===== src/rtl/interleaver_pp_ctrl.sv =====
// interleaver_pp_ctrl: ping-pong bank sequencer writing natural order and reading column-permuted order
module interleaver_pp_ctrl #(
  parameter int NCBPS  = 192,
  parameter int ROWS   = 16,
  parameter int ADDR_W = 8
) (
  input  logic              clk,
  input  logic              reset,
  input  logic              valid_in,
  output logic              ready_out,
  output logic              wren_a,
  output logic              wren_b,
  output logic [ADDR_W-1:0] wraddress,
  output logic              rden_a,
  output logic              rden_b,
  output logic [ADDR_W-1:0] rdaddress,
  input  logic              q_a,
  input  logic              q_b,
  output logic              q,
  output logic              valid_out,
  input  logic              ready_in,
  output logic              block_done
);
  localparam int COLS = NCBPS / ROWS;
  localparam int RW = ROWS > 1 ? $clog2(ROWS) : 1;
  localparam int CW = COLS > 1 ? $clog2(COLS) : 1;
  typedef enum logic [1:0] {R_IDLE, R_A, R_B, R_WAIT} rd_state_t;
  rd_state_t st, st_n;
  logic wr_bank, full_a, full_b, rd_nxt, rd_bank_q, last_q, valid_q;
  logic [ADDR_W-1:0] wr_cnt, rd_addr;
  logic [RW-1:0] r;
  logic [CW-1:0] c;
  logic wr_acc, wr_last, rd_adv, xfer, done, rd_last, bank, avail, issue;
  assign xfer = valid_q && ready_in;
  assign done = xfer && last_q;
  assign block_done = done;
  // The bank being drained may be refilled on the very edge its last bit leaves.
  assign ready_out = !(wr_bank ? full_b : full_a) || (done && rd_bank_q == wr_bank);
  assign wr_acc = valid_in && ready_out;
  assign wr_last = wr_cnt == ADDR_W'(NCBPS - 1);
  assign wren_a = wr_acc && !wr_bank;
  assign wren_b = wr_acc && wr_bank;
  assign wraddress = wr_cnt;
  assign rd_adv = !valid_q || ready_in;
  assign rd_last = r == RW'(ROWS - 1) && c == CW'(COLS - 1);
  assign rdaddress = rd_addr;
  assign valid_out = valid_q;
  assign q = rd_bank_q ? q_b : q_a;
  always_comb begin
    bank = st == R_B ? 1'b1 : st == R_A ? 1'b0 : rd_nxt;
    avail = st == R_A || st == R_B || ((rd_nxt ? full_b : full_a) && (st == R_IDLE || done));
    issue = avail && rd_adv;
    st_n = issue ? (rd_last ? R_WAIT : (bank ? R_B : R_A)) : (st == R_WAIT && done) ? R_IDLE : st;
    rden_a = issue && !bank;
    rden_b = issue && bank;
  end
  always_ff @(posedge clk) begin
    if (reset) begin
      st <= R_IDLE;
      wr_bank <= 1'b0;
      wr_cnt <= '0;
      full_a <= 1'b0;
      full_b <= 1'b0;
      rd_nxt <= 1'b0;
      rd_bank_q <= 1'b0;
      last_q <= 1'b0;
      valid_q <= 1'b0;
      rd_addr <= '0;
      r <= '0;
      c <= '0;
    end else begin
      st <= st_n;
      if (wr_acc) begin
        wr_cnt <= wr_last ? '0 : wr_cnt + 1'b1;
        if (wr_last) wr_bank <= !wr_bank;
      end
      full_a <= (wr_acc && wr_last && !wr_bank) ? 1'b1 : (done && !rd_bank_q) ? 1'b0 : full_a;
      full_b <= (wr_acc && wr_last && wr_bank) ? 1'b1 : (done && rd_bank_q) ? 1'b0 : full_b;
      valid_q <= issue ? 1'b1 : xfer ? 1'b0 : valid_q;
      if (issue) begin
        rd_bank_q <= bank;
        last_q <= rd_last;
        if (rd_last) rd_nxt <= !bank;
        // Column-major walk by repeated addition: step a row, or restart at the next column.
        if (r == RW'(ROWS - 1)) begin
          r <= '0;
          c <= rd_last ? '0 : c + 1'b1;
          rd_addr <= rd_last ? '0 : ADDR_W'(c) + ADDR_W'(1);
        end else begin
          r <= r + 1'b1;
          rd_addr <= rd_addr + ADDR_W'(COLS);
        end
      end
    end
  end
endmodule


===== config.mk =====
export PLATFORM = sky130hd
export DESIGN_NAME = interleaver_pp_ctrl
export DESIGN_NICKNAME = d
export VERILOG_FILES = /design/src/rtl/interleaver_pp_ctrl.sv
export SDC_FILE = /design/constraint.sdc
export NUM_CORES = 1
export LEC_CHECK = 0
export CORE_MARGIN = 2
export CORE_UTILIZATION = 45
export DETAILED_ROUTE_END_ITERATION = 7
export MAX_ROUTING_LAYER = met4
export PLACE_DENSITY = 0.73
export SYNTH_ARGS = -nofsm -noshare
export SYNTH_HDL_FRONTEND = slang
export SYNTH_SLANG_ARGS = --single-unit

===== constraint.sdc =====
create_clock -name clk -period 4.2 [get_ports clk]
set_input_delay 0.42 -clock clk [delete_from_list [all_inputs] [get_ports clk]]
set_output_delay 0.42 -clock clk [all_outputs]
set_load 0.02 [all_outputs]

Run 1, power grid:
The bar under the picture is 20 um long. Pins as bars on the die edge. Tap cells in grey.
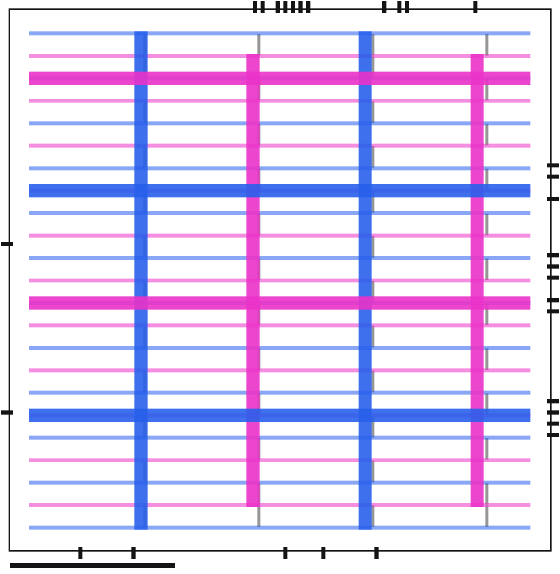
colour	net
magenta	VDD
blue	VSS
met4 straps	4
met1 rails	23
tap cells	48
rows	22
signal pins	30
Die W: 65.4 um
Die Y-Extent: 65.4 um
core area: 0.00363 mm2
maximum vdd drop: 0.000207 V

Run 1, placement view:
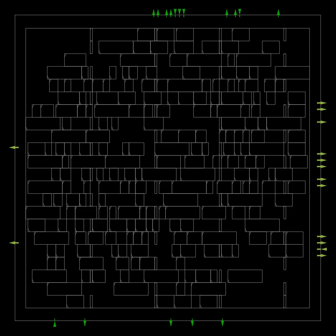
sequential share of cell area: 31.3%
number of cell rows: 22
Seq cells: 33

Run 1, placed cells, one colour a class:
Fill, decap, tap and diode cells in grey.
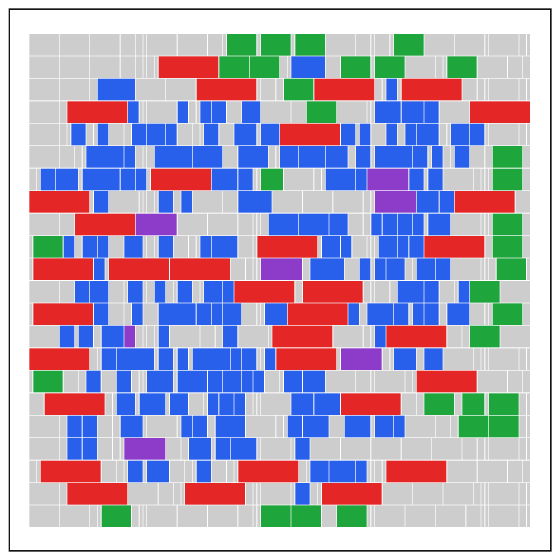
colour	class	cells
red	flops	33
purple	clock drivers and dummy loads	7
green	other buffers and delay cells	31
blue	combinational and other logic	164

[run 1: power by group through the flow]
| stage | Clock, mW | Combinational, mW | Sequential, mW |
|---|---|---|---|
| 2_1_floorplan | 0 | 0.0459 | 0.341 |
| 3_3_place_gp | 0 | 0.0808 | 0.337 |
| 3_5_place_dp | 0 | 0.0810 | 0.337 |
| 4_1_cts | 0.249 | 0.0814 | 0.330 |
| 5_1_grt | 0.265 | 0.0908 | 0.332 |
| 6_report | 0.242 | 0.0816 | 0.331 |
[run 1: final cells by class]
| cell class | count | share of cell area [%] |
|---|---|---|
| multi-input cells | 151 | 44.9 |
| flip-flops and latches | 33 | 31.3 |
| repair buffers | 31 | 14.5 |
| clock buffers | 7 | 4.09 |
| well taps | 48 | 2.85 |
| inverters | 13 | 2.31 |
[run 1: Yosys cell counts]
cell type / number / area share (%)
a211o_1: 1 / 0.52
inv_1: 13 / 2.9
nor2_1: 13 / 2.9
a311o_1: 1 / 0.59
o32a_1: 1 / 0.59
or4_1: 6 / 2.7
a21o_1: 1 / 0.44
xnor2_1: 1 / 0.52
o2111ai_1: 2 / 1.0
a32o_1: 2 / 1.2
nor2b_1: 1 / 0.37
buf_2: 2 / 0.59
ha_1: 8 / 5.9
a22oi_1: 1 / 0.44
nor3b_1: 1 / 0.44
and3_1: 2 / 0.74
mux2i_1: 1 / 0.59
o21ai_0: 14 / 4.1
nand2_1: 17 / 3.8
nand3_1: 14 / 4.1
nor3_1: 1 / 0.29
nand2b_1: 3 / 1.1
a21oi_1: 24 / 7.1
or2_2: 1 / 0.37
buf_1: 1 / 0.22
o21a_1: 1 / 0.44
o31ai_1: 3 / 1.3
clkbuf_1: 7 / 1.5
and2_1: 2 / 0.74
nand4_1: 2 / 0.74
dfxtp_1: 33 / 39
o311ai_0: 1 / 0.52
a31oi_1: 4 / 1.5
a221o_1: 1 / 0.59
o41ai_1: 1 / 0.52
nand4b_1: 1 / 0.52
and3b_1: 1 / 0.52
o32ai_1: 3 / 1.5
o211ai_1: 2 / 0.88
o211a_1: 1 / 0.59
or3_1: 6 / 2.2
nand3b_1: 1 / 0.44
mux2_2: 3 / 2.0
xor2_1: 2 / 1.0
[run 1: worst reg2reg max path, delay by kind of cell, from the launching register on]
kind	cells	cell delay, ps
simple gates	1	560
compound gates	3	460
flops	1	370
fa+ha+maj	1	350
buf+inv	2	300
[run 1: flip-flops by register name, indices dropped and copies added, names as in the netlist, 2 cells and up]
| name | cells |
|---|---|
| r | 4 |
| wraddress | 8 |
| c | 4 |
| st | 2 |
| rdaddress | 8 |
[run 1: cell families after synthesis]
group | after synthesis
flops | 33
mux | 4
buf+inv | 23
compound gates | 64
fa+ha+maj | 8
simple gates | 72
xor+xnor | 3
[run 1: path summary, 6_finish.rpt]
check	to	from	cells after the start
setup / recovery	rden_a	st[1]	7
hold / removal	rdaddress[1]	rdaddress[1]	2
setup reg to reg	rdaddress[0]	st[1]	7
hold reg to reg	rdaddress[1]	rdaddress[1]	2
==> out/results.txt, run 1 <==
CTS Hold Bufs - 0
Port bufs - 29
Setup ws final - 1280 ps
Max Cap Viol - 0
Crit. End Element - output pin
Avg Vias per Cell - 5.55
Area of the multi-input gates - 947 um2
Internal power - 0.486 mW
Clock Tree Buf Depth - 2
Routed wire length - 3.64 mm
Min-delay worst type - register to register
Placed insts - 276
CTS root buf - clkbuf_8
Syn Nets - 221
Post-Synth Simple-Gate Area - 21.9%
Clk sinks - 33
First drt pass iteration count - 4
Mux area share - 2.58%
Post-CTS Setup Bufs - 0
Ports - 30
Comb area leader - AND-OR/OR-AND gates
Worst slew pin tran - 497 ps
Clk latency late pin - 280 ps
Setup crit start kind - register
Via count - 1570
Final Power - 0.654 mW
Adder share - 5.90%
Max Used Layer - met4
Fin nets - 249
Met3 usage - 4.28%
Non-filler cells, final - 283
RSZ-0062 raised after global routing - no
Global-route wire length before repair - 6.02 mm
H-tree depth - 2
Post-layout minimum cycle time - 2920 ps
Setup TNS Final - 0 ps
Yosys stat cell total - 207
Delay-heaviest family, CP - buffers and inverters
Iteration-0 DRC Markers - 94
Sw power - 0.168 mW
Remaining DRCs - 0
Sw frac - 25.7%
Top cells excl fill/tap - dfxtp_1 (33), clkdlybuf4s50_1 (29), a21oi_1 (24)
Die area - 0.00428 mm2
Clock skew - 7.87 ps
DRT antenna net count - 0
Log Warnings - 29
GR Util met2 - 28.7%
Total CTS buffers - 5
Post-synthesis xor/xnor area fraction - 1.55%
Gr ovfl total - 0
FF-to-FF setup slack - 2080 ps
Status - finished, final reports clean
DRT met1 WL - 1.81 mm
Critical Path RT - 3780 ps
Complex Gates by Area - 23.9%
Leakage power - 0.710 nW
Area delta synth->final - 24.3%
Final period util - 69.5%
Commonest Layout Cell - dfxtp_1
Final Hold Violating Endpoints - 0
Syn avg cell area - 8.20 um2
Cells along the critical path - inv_1, ha_1, a311o_1, o211a_1, nand2_1, inv_1, clkdlybuf4s50_1
Seq cells post-synth - 33
Final tally of max-slew violations - 0
Crit Path Category - register to output pin
Worst path bufs/invs - 3
Gr usage total - 18.7%
Met2 wire length - 1.64 mm
Final Cell Area - 0.00211 mm2
Most frequent CP cell - inv_1
Dpl cell area - 0.00202 mm2
Hold slack - 477 ps
Vias in the first global route - 1335
Syn Std Cell Area - 0.00170 mm2
Final setup viols - 0
Hpwl dp - 2.50 mm
Cells after synthesis - 207
CTS tree - yes
Critical Path AT - 2500 ps
Diode count - 0
Flop pwr share - 50.6%
Post-place setup slack - 1330 ps
Run 1, signal metal coverage by tile:
The die is cut into 13 by 13 equal tiles; dark blue is low, red is high, scaled to the fullest tile. Values are wire area over tile area, all layers added.
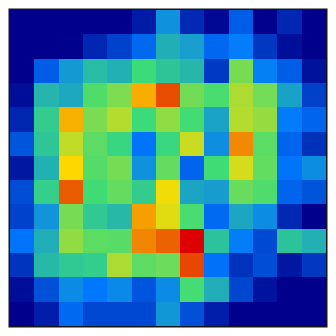

==> run 2: changes to the inputs <==
==> constraint.sdc (replaced) <==
create_clock -name clk -period 2.7 [get_ports clk]
set_input_delay 0.27 -clock clk [delete_from_list [all_inputs] [get_ports clk]]
set_output_delay 0.27 -clock clk [all_outputs]
set_load 0.02 [all_outputs]
Run 2, signal metal coverage by tile:
The die is cut into 13 by 13 equal tiles; dark blue is low, red is high, scaled to the fullest tile. Values are wire area over tile area, all layers added.
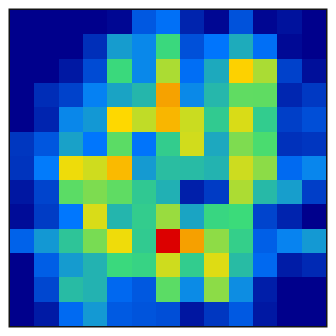
tiles over half the peak	21%
fullest tile	0.45
mean over tiles	0.14

Run 2, wires at chosen ports, followed through buffers:
The bar under the picture is 20 um long.
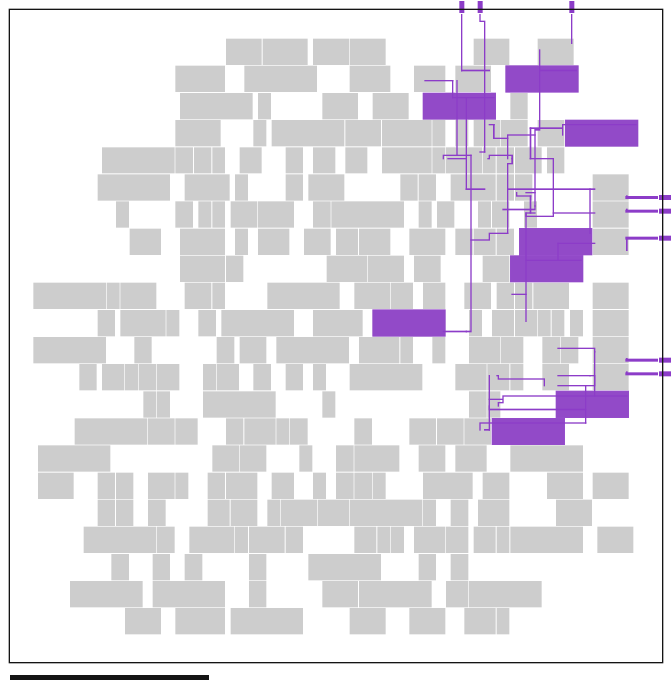
colour	port	bits	direction	edge	end cells	wire
purple	wraddress	8	output	5 right, 3 top	8	283 um
Ports: 30
port bufs: 29

==> run 2 against run 1 <==
- largest power group unchanged
- sequential power is 55% higher
- die area stayed put
- clock power is 57% higher
- critical path type unchanged
- utilization is 0.90 points higher
- non-clock buffer count is 4 higher
==> out/results.txt, run 2 <==
Status - finished, final reports clean
Critical Path Fanout Max - 5
Floorplan Utilization - 46.7%
H-tree depth - 2 (unchanged)
FFs w/ async S/R, synth - 0% (unchanged)
Worst setup path start - st[0]
Vias in the first global route - 1436 (+7.6%)
Diode count - 0 (unchanged)
Met2 wire length - 1.69 mm (+3.4%)
Crit. End Element - output pin
Yosys stat cell total - 207 (unchanged)
Crit Path Category - register to output pin
Via count - 1605 (+2.2%)
Post-synth seq share - 38.9%
Min-delay worst type - register to register
Max Used Layer - met4
Worst slew margin - 68.1%
Initial antenna violation count - 0
Commonest Layout Cell - dfxtp_1
Number of enable flip-flop cells - 0 (unchanged)
Seq cells post-synth - 33 (unchanged)
Cells after synthesis - 207 (unchanged)
Post-layout minimum cycle time - 2550 ps
Critical Path AT - 2280 ps (-220 ps)
CP peak stage delay - 550 ps
Hpwl dp - 2.62 mm (+4.9%)
Final period util - 94.4%
Iteration-0 DRC Markers - 69 (-27%)
RD Place Congestion - 0.782
Worst slew pin tran - 477 ps (-19.3 ps)
Top cells excl fill/tap - dfxtp_1 (33), clkdlybuf4s50_1 (28), a21oi_1 (24)
Die Y-Extent - 65.4 um (unchanged)
Yosys chip area - 0.00170 mm2
Cell Type Count - 44
Setup crit end - rden_b
DRT met1 WL - 1.81 mm (unchanged)
Comb area leader - AND-OR/OR-AND gates
Area delta synth->final - 26.2%
Crit-path slowest cell - clkdlybuf4s50_1
FF-to-FF setup slack - 520 ps (-1560 ps)
Count leader, synth - dfxtp_1
Leakage power - 0.747 nW (+5.1%)
Setup TNS Final - 0 ps (unchanged)
CTS root buf - clkbuf_8
Avg WL per Cell - 12.9 um
DRT antenna net count - 0 (unchanged)
Max Cap Viol - 0 (unchanged)
Clk latency late pin - 290 ps (about the same)
Top cells by area - dfxtp_1 (39%), a21oi_1 (7.1%), ha_1 (5.9%), nand3_1 (4.1%), o21ai_0 (4.1%)
Synth area leader - dfxtp_1
Fmax - 393 MHz
Syn avg cell area - 8.20 um2 (unchanged)
Die W - 65.4 um (unchanged)
YS warnings - 0
First drt pass iteration count - 4 (unchanged)
Post-synthesis xor/xnor area fraction - 1.55% (unchanged)
Syn Nets - 221 (unchanged)
RR Endpoint - rdaddress[0]
Log Warnings - 29 (unchanged)
Largest net degree at the start of global routing - 25
Most frequent cells after synthesis - dfxtp_1 (33), a21oi_1 (24), nand2_1 (17)
Complex Gates by Area - 23.9% (unchanged)
Critical Path RT - 2430 ps (-1350 ps)
Gr usage total - 20.0% (+1.3 points)
CTS tree - yes
Global-route wire length before repair - 6.40 mm (+6.3%)
Avg Vias per Cell - 5.59 (+0.80%)
Layout cells sized above 1 - 6.69%
Final tally of max-slew violations - 0 (unchanged)
Clock skew - 4.69 ps (-3.18 ps)
Final Hold Violating Endpoints - 0 (unchanged)
Met3 wire len - 128 um
Setup crit start kind - register
Number of cell rows - 22 (unchanged)
Clk sinks - 33 (unchanged)
Mux area share - 2.58% (unchanged)
RSZ-0062 raised after global routing - no
Clock-pin slew on the worst setup and hold paths - 60 ps
Core area - 0.00363 mm2 (unchanged)
Max-area cell share - 38.9% (unchanged)
Gr ovfl total - 0 (unchanged)
Syn Std Cell Area - 0.00170 mm2 (unchanged)
Post-Synth Simple-Gate Area - 21.9% (unchanged)
Total CTS buffers - 5 (unchanged)
Remaining DRCs - 0 (unchanged)
Main flop type - dfxtp_1
Final setup viols - 0 (unchanged)
Fin nets - 253 (+1.6%)
Maximum vdd drop - 0.000353 V (+70%)
Power per cell area - 479 mW/mm2
Worst r2r src - st[0]
R2R depth - 7 (unchanged)
Cells along the critical path - inv_1, ha_1, a311o_1, o211ai_1, nor2_1, clkdlybuf4s50_1
Die area - 0.00428 mm2 (unchanged)
Adder share - 5.90% (unchanged)
Clock Tree Buf Depth - 2 (unchanged)
Post-CTS Setup Bufs - 0 (unchanged)
Routed wire length - 3.72 mm (+2.1%)
Run 2, placement view:
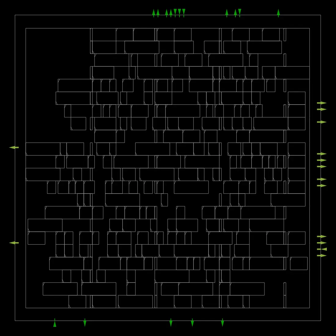
# Taps: 48
number of fill cells: 343
non-filler cells, final: 287
sequential share of cell area: 30.9%
fin util: 58.9%

run 2: netlist changes by cell type in the layout (fill, tap and decap cells not counted):
cell             delta
buf_4               +4
dlymetal6s2s_1      +1
clkdlybuf4s50_1     -1
run 2: per-stage QoR:
stage / hold WS [ps] / cell area (um2) / setup slack (ps) / instances / total power [mW]
after floorplan: 430 / 1700 / 775 / 207 / 0.603
after global placement: 464 / 2050 / 393 / 280 / 0.655
after detailed placement: 469 / 2050 / 367 / 280 / 0.656
after CTS: 486 / 2140 / 111 / 287 / 1.04
after global routing: 501 / 2140 / 2.89 / 287 / 1.08
final: 482 / 2140 / 153 / 287 / 1.03
run 2: cells by family (layout without fill, tap and decap cells):
family | Yosys count | in the layout
AND-OR/OR-AND | 64 | 64
adder cells (fa/ha/maj) | 8 | 8
AND/OR/NAND/NOR | 72 | 72
multiplexers | 4 | 4
buffers and inverters | 23 | 55
flip-flops | 33 | 33
XOR/XNOR | 3 | 3
run 2: worst max-delay path, delay by kind of cell (launching register included):
| kind | cells | cell delay (ps) |
|---|---|---|
| simple gates | 1 | 70 |
| flops | 1 | 390 |
| buf+inv | 2 | 630 |
| compound gates | 2 | 530 |
| fa+ha+maj | 1 | 360 |
run 2: power by group:
| group | switching (mW) | internal, mW | leakage [nW] |
|---|---|---|---|
| Clock | 0.178 | 0.202 | 0.0443 |
| Sequential | 0.0145 | 0.499 | 0.267 |
| Combinational | 0.0741 | 0.0580 | 0.436 |
run 2: final cells by class:
type | count | area [um2]
fill | 343 | 1490
multi-input combinational | 151 | 947
sequential | 33 | 661
timing repair buffer | 35 | 338
clock buffer | 7 | 86.3
tap | 48 | 60.1
inverter | 13 | 48.8
run 2: how the worst min path moves through the flow:
stage,depth (start not counted),to,from
2_1_floorplan,2,wraddress[1],valid_in
3_3_place_gp,2,rdaddress[1],rdaddress[1]
3_5_place_dp,2,rdaddress[0],rdaddress[0]
4_1_cts,2,r[1],r[1]
5_1_grt,2,rdaddress[0],rdaddress[0]
6_report,2,r[1],r[1]
run 2: layer usage:
layer,GRT usage [%],up-vias
li1,-,821
met1,24.9,752
met2,30.2,25
met3,5.31,7
met4,9.38,0
met5,-,-
run 2: what timing repair did:
item | in CTS | in global routing
hold buffers | 0 | 0
resized | 0 | 1
endpoints found under the setup margin | 0 | 1
Power and IR drop assume default switching activity.
